File: src/rtl/btree_pkg.sv
// btree_pkg: shared types and the pairwise operator
// used by every node of the reduction tree.
package btree_pkg;

  typedef enum logic [1:0] {
    OP_ADD,
    OP_MAX,
    OP_MIN
  } op_e;

  localparam int MAX_LEAVES = 64;
  localparam int MAX_W      = 128;

  // Operands arrive sign-extended to MAX_W; callers keep the low WIDTH bits.
  function automatic logic signed [MAX_W-1:0] btree_op(
    input op_e                     op,
    input logic signed [MAX_W-1:0] a,
    input logic signed [MAX_W-1:0] b
  );
    logic signed [MAX_W-1:0] r;
    r = a;
    case (op)
      OP_ADD:  r = a + b;
      OP_MAX:  r = (b > a) ? b : a;
      OP_MIN:  r = (b < a) ? b : a;
      default: r = a;
    endcase
    return r;
  endfunction

endpackage

File: src/rtl/btree_level.sv
// btree_level: one tree level, N_IN/2 pairwise ops
// followed by the register stage carrying valid and tag.
module btree_level
  import btree_pkg::*;
#(
  parameter int  WIDTH = 32,
  parameter int  N_IN  = 2,
  parameter op_e OP    = OP_ADD,
  parameter int  TAG_W = 8
) (
  input  logic                      clk,
  input  logic                      rst,
  input  logic                      adv,
  input  logic [N_IN*WIDTH-1:0]     src_data,
  input  logic [TAG_W-1:0]          src_tag,
  input  logic                      src_valid,
  output logic [(N_IN/2)*WIDTH-1:0] data,
  output logic [TAG_W-1:0]          tag,
  output logic                      valid
);

  localparam int N_OUT = N_IN / 2;

  logic [N_OUT*WIDTH-1:0] node;

  always_comb begin
    node = '0;
    for (int j = 0; j < N_OUT; j++) begin
      node[j*WIDTH +: WIDTH] = WIDTH'(btree_op(
        OP,
        MAX_W'(signed'(src_data[(2*j)*WIDTH +: WIDTH])),
        MAX_W'(signed'(src_data[(2*j+1)*WIDTH +: WIDTH]))
      ));
    end
  end

  always_ff @(posedge clk) begin
    if (rst) begin
      valid <= 1'b0;
    end else if (adv) begin
      valid <= src_valid;
    end
  end

  // Payload is not reset; valid alone qualifies it.
  always_ff @(posedge clk) begin
    if (adv) begin
      data <= node;
      tag  <= src_tag;
    end
  end

endmodule

File: src/rtl/btree_reduce.sv
// btree_reduce: pipelined binary reduction tree with
// valid/ready handshake and a sideband tag per set.
module btree_reduce
  import btree_pkg::*;
#(
  parameter int  WIDTH    = 32,
  parameter int  N_LEAVES = 8,
  parameter op_e OP       = OP_ADD,
  parameter int  TAG_W    = 8
) (
  input  logic                      clk,
  input  logic                      rst,
  input  logic [N_LEAVES*WIDTH-1:0] in_data,
  input  logic [TAG_W-1:0]          in_tag,
  input  logic                      in_valid,
  output logic                      in_ready,
  output logic [WIDTH-1:0]          out_data,
  output logic [TAG_W-1:0]          out_tag,
  output logic                      out_valid,
  input  logic                      out_ready
);

  localparam int LEVELS  = $clog2(N_LEAVES);
  localparam int CHAIN_W = (2*N_LEAVES - 1) * WIDTH;

  logic                      adv;
  logic [N_LEAVES*WIDTH-1:0] s0_data;
  logic [TAG_W-1:0]          s0_tag;
  logic                      s0_valid;

  // All stage payloads packed back to back: stage 0 first, root last.
  wire [CHAIN_W-1:0] chain;
  wire [TAG_W-1:0]   tags [LEVELS+1];
  wire [LEVELS:0]    valids;

  assign adv      = !out_valid || out_ready;
  assign in_ready = adv;

  always_ff @(posedge clk) begin
    if (rst) begin
      s0_valid <= 1'b0;
    end else if (adv) begin
      s0_valid <= in_valid;
    end
  end

  always_ff @(posedge clk) begin
    if (adv) begin
      s0_data <= in_data;
      s0_tag  <= in_tag;
    end
  end

  assign chain[N_LEAVES*WIDTH-1:0] = s0_data;
  assign tags[0]                   = s0_tag;
  assign valids[0]                 = s0_valid;

  for (genvar k = 1; k <= LEVELS; k++) begin : g_level
    localparam int N_IN    = N_LEAVES >> (k - 1);
    localparam int IN_OFF  = (2*N_LEAVES - 2*N_IN) * WIDTH;
    localparam int OUT_OFF = IN_OFF + N_IN*WIDTH;

    btree_level #(
      .WIDTH (WIDTH),
      .N_IN  (N_IN),
      .OP    (OP),
      .TAG_W (TAG_W)
    ) u_level (
      .clk       (clk),
      .rst       (rst),
      .adv       (adv),
      .src_data  (chain[IN_OFF +: N_IN*WIDTH]),
      .src_tag   (tags[k-1]),
      .src_valid (valids[k-1]),
      .data      (chain[OUT_OFF +: (N_IN/2)*WIDTH]),
      .tag       (tags[k]),
      .valid     (valids[k])
    );
  end

  assign out_data  = chain[CHAIN_W-WIDTH +: WIDTH];
  assign out_tag   = tags[LEVELS];
  assign out_valid = valids[LEVELS];

endmodule

File: config.mk
export PLATFORM = sky130hd
export DESIGN_NAME = btree_reduce
export DESIGN_NICKNAME = d
export VERILOG_FILES = /design/src/rtl/btree_pkg.sv /design/src/rtl/btree_level.sv /design/src/rtl/btree_reduce.sv
export SDC_FILE = /design/constraint.sdc
export NUM_CORES = 1
export LEC_CHECK = 0
export CORE_MARGIN = 2
export CORE_UTILIZATION = 42
export CTS_BUF_LIST = sky130_fd_sc_hd__clkbuf_16
export CTS_CLUSTER_DIAMETER = 30
export DETAILED_ROUTE_END_ITERATION = 8
export GPL_TIMING_DRIVEN = 0
export HOLD_SLACK_MARGIN = 0.1
export PLACE_DENSITY_LB_ADDON = 0.2
export SLEW_MARGIN = 20
export SYNTH_ARGS = -nofsm -noshare
export SYNTH_HDL_FRONTEND = slang
export SYNTH_SLANG_ARGS = --single-unit
File: constraint.sdc
create_clock -name clk -period 33.1 [get_ports clk]
set_input_delay 6.62 -clock clk [delete_from_list [all_inputs] [get_ports clk]]
set_output_delay 6.62 -clock clk [all_outputs]
set_load 0.01 [all_outputs]
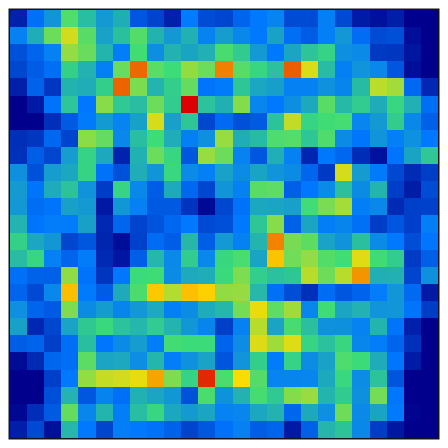
run_1/wire_density.png
25 x 25 tiles, from dark blue (low) to red (high), scaled to the fullest tile. Values are wire area over tile area, all layers added.
- mean over tiles: 0.14
- fullest tile: 0.44
- tiles over half the peak: 17%
- nearly empty tiles: 4.0%
sum of routed wire length over all layers: 58,600 um
total global-route track usage: 18.1%
total number of vias: 17,700
average routed wire per standard cell: 17.1 um

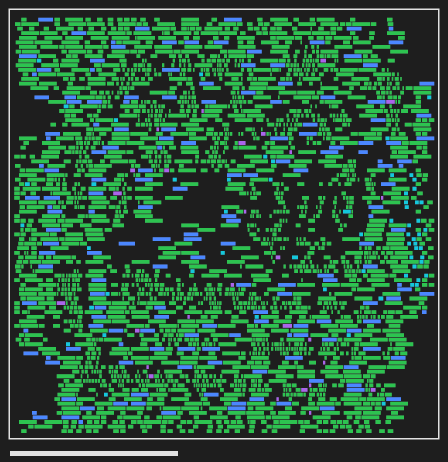
run_1/drive_strength.png
Scale bar: 100 um.
- purple: drive 2 (cells 27; share 1.0%)
- green: drive 1 or less (cells 2,322; share 90%)
- cyan: drive 3 to 4 (cells 61; share 2.4%)
- blue: drive 6 and up (cells 171; share 6.6%)
growth of design area from synthesis to finish: 32.2%
number of buffers other than clock buffers in the final layout: 378

==> notes.md, run 1 <==
Reports from this run.

- The portion of synthesized cell area occupied by the leading cell type is 58.3%.
- The number of buffers added for setup after CTS is 0.
- The combinational cell power reads ~0.00092 W.
- The final standard cell count with taps included and fillers excluded is between 3,000 and 4,000.
- The met2 capacity usage during global routing is between 20% and 30%.
- After synthesis, the most frequently instantiated cells are edfxtp_1, ha_1, a21oi_1.
- Routability-driven placement finished with a final weighted congestion of roughly 0.86.
- The final worst-path cycle share reads a little under half.
- The average instance area after synthesis reads between 10 and 15 sq um.
- The report shows a maximum critical-path fanout of slightly above 50.
- The cell count after placement reads about 3,200.
- The tally of buffers added on design ports is approximately 310.
- The average via count per standard cell reads 5.16.
- The number of global-route vias before repair reads about 18,000.
- By instance count after routing, the leading logic cell types are edfxtp_1, clkdlybuf4s50_1, ha_1.
- The count of cells along the worst register-to-register path is 11.
- The total power of the final layout is 0.00307 W.
- The number of buffers added to fix hold violations after cts reads 0.
- After detailed placement, the total cell area comes to 30,800 sq um.
- The dominant cell by count in the synthesized netlist is edfxtp_1.
- Static timing analysis puts the maximum clock frequency at between 0.06 and 0.07 GHz.
- The wire length of the first global-routing pass is about 92,000 um.
- The global-route met3 utilization is between 3 and 4%.
- The number of enable-type register cells in the synthesized netlist reads 512.
- The number of antenna violations at the first check in global routing is 3.
- The critical path capture point reads in_ready.
- The total leakage power is between 10 and 15 nW.
- The registers reported with the highest flop counts are s0_data x256, g_level.u_level.data x224, g_level.u_level.tag x24.
- For the worst setup path, the data required time is 26.48 ns.
- By area the synthesized netlist is led by edfxtp_1, ha_1, xnor2_1.
- The critical hold path startpoint is g_level[1].u_level.tag[6].
- The flow ran to the end, and the final reports show no timing, DRC or antenna violations.
- The pre-CTS worst setup slack is between 15 and 20 ns.
- For reference, the clock transition at the flip-flops on the worst setup and hold paths is roughly 0.06 ns.
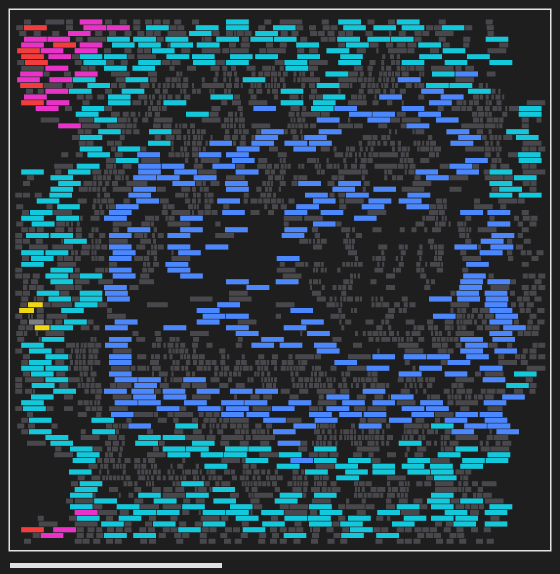
run_1/registers.png
Scale bar: 100 um. Other sequential cells in the stronger gray, the rest of the logic in the fainter gray.
- red: s0_tag (placed flops 8)
- blue: g_level.u_level.data (placed flops 224)
- magenta: g_level.u_level.tag (placed flops 24)
- cyan: s0_data (placed flops 256; where widely spread)
- yellow: g_level.u_level.valid (placed flops 3)
power dissipated in sequential cells: 0.000973 W
register cell area after layout: 15,500 sq um

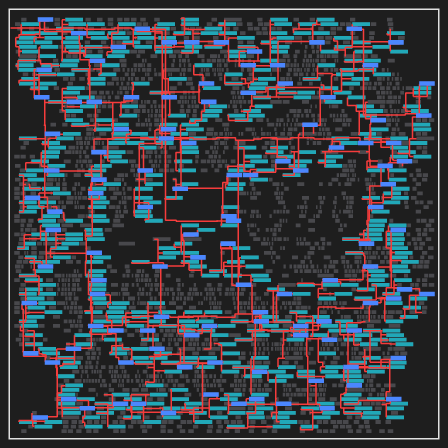
run_1/clock_map.png
- blue: cells driving clock nets (count 114)
- cyan: flip-flops (count 516)
- red: clock wires (length 7,510 um)
- routed clock nets: 115
- flops lie: widely spread
part of the total power dissipated in the clock network: 38.3%
clock insertion delay at the later pin of the skew report: 0.67 ns
Clk. pwr: 0.00118 W
Final Skew: 0.0450 ns

-- run 1: layout make-up --
cell class                      instances  area share (%)
Antenna cell                            1         0.00718
Buffer                                 59           0.994
Clock buffer                          115            8.26
Clock inverter                        102            3.51
Inverter                               47           0.506
Multi-Input combinational cell       1423            29.8
Sequential cell                       516            44.3
Tap cell                              837            3.00
Timing Repair Buffer                  319            9.58
-- run 1: critical path: stages --
cell and delay (ns):
clkdlybuf4s50_1 0.44, nand2b_1 0.09, clkbuf_4 0.60, clkdlybuf4s50_1 0.67
-- run 1: cell families after synthesis --
family | synth area share (%)
AOI/OAI and AO/OA | 14.4
DFF | 58.6
and+or+nand+nor | 7.35
adders and majority gates | 10.8
xor gates and xnor gates | 6.58
buffers and inverters | 1.97
muxes | 0.228
run_1/final_placement.png
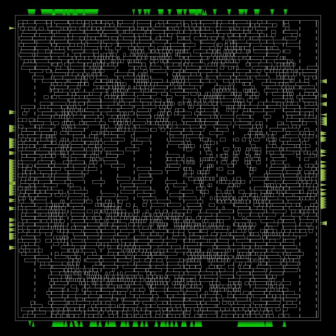

--- run 2 (diff from run 1) ---
==> constraint.sdc (replaced) <==
create_clock -name clk -period 15.75 [get_ports clk]
set_input_delay 3.15 -clock clk [delete_from_list [all_inputs] [get_ports clk]]
set_output_delay 3.15 -clock clk [all_outputs]
set_load 0.01 [all_outputs]
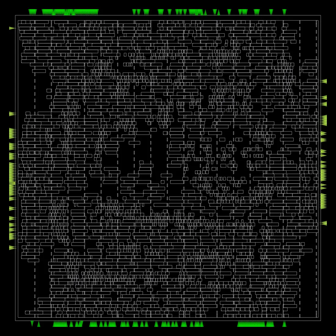
run_2/final_placement.png
standard-cell rows: 91
Std-Cell Core Area: 61,900 sq um
Final Core Density: 55.7%
number of cells in the finished layout apart from fillers: 3,411
Seq Cell Count: 516

==> notes.md, run 2 <==
Reports from this run.

- The worst-case clock skew is 0.0308 ns (-0.0143 ns).
- The number of antenna violations at the first check in global routing is 2 (-1).
- The number of buffers added for setup after CTS is 0 (unchanged).
- The final timing summary puts the cycle share of the worst path at 50.5%.
- Per the area breakdown, the dominant cell category is flip-flops and latches.
- The cell repeated most along the worst path reads clkdlybuf4s50_1.
- The layout clock buffer count reads 114 (-0.87%).
- The flow ran to the end, and the final reports show no timing, DRC or antenna violations.
- The kind of cell with the highest combined delay on the critical path is buffers and inverters.
- The cell count after placement reads 3,196 (-0.16%).
- The timing-limited maximum frequency is between 0.1 and 0.15 GHz.
- The standard cell area after detailed placement came to 30,700 sq um (-0.33%).
- The share of synthesized cell area in full adder, half adder and majority cells is 10.8% (unchanged).
- The maximum cell stage delay along the critical path is 0.63 ns (-0.04 ns).
- The wire length of the first global-routing pass is 90,400 um (-1.5%).
- The xor-xnor portion of the synthesized cell area reads 6.58% (unchanged).
- The mux share of post-synthesis cell area is 0.228% (unchanged).
- Of the combinational cells, the family taking the most area is AND-OR/OR-AND gates.
- The clock latency on the worst-skew pair is 0.66 ns (about the same).
- The fraction of area in non-clock buffers came to 10.4% (-0.19 points).
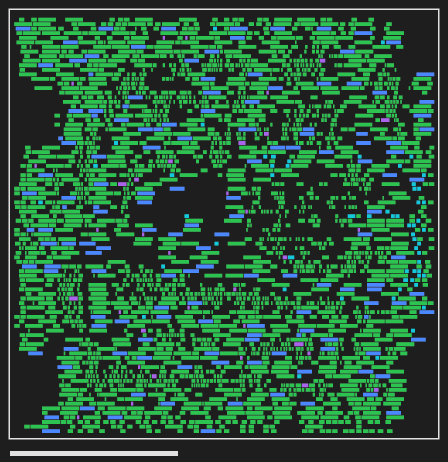
run_2/drive_strength.png
Scale bar: 100 um.
- green: drive 1 or less (cells 2,333; share 91%)
- purple: drive 2 (cells 34; share 1.3%)
- cyan: drive 3 to 4 (cells 58; share 2.3%)
- blue: drive 6 and up (cells 147; share 5.7%)
number of buffers other than clock buffers in the final layout: 373
Final WS setup: 7.80 ns
fin area: 34,500 sq um
growth of design area from synthesis to finish: 30.9%

run 2: worst paths after layout:
check	endpoint	startpoint	slack [ns]	cells past startpoint
max reg2reg	g_level[3].u_level.data[30]	g_level[2].u_level.data[32]	11.90	11
min reg2reg	g_level[3].u_level.tag[2]	g_level[2].u_level.tag[2]	0.42	0
min	g_level[3].u_level.tag[2]	g_level[2].u_level.tag[2]	0.42	0
max	in_ready	out_ready	7.80	4
run 2: power groups by stage:
stage | Combinational, W | Sequential (W) | Clock (W)
2_1_floorplan | 0.00139 | 0.00199 | 0
3_3_place_gp | 0.00191 | 0.00208 | 0
3_5_place_dp | 0.00193 | 0.00208 | 0
4_1_cts | 0.00195 | 0.00205 | 0.00237
5_1_grt | 0.00217 | 0.00207 | 0.00244
6_report | 0.00195 | 0.00204 | 0.00232
Power and IR drop assume default switching activity.
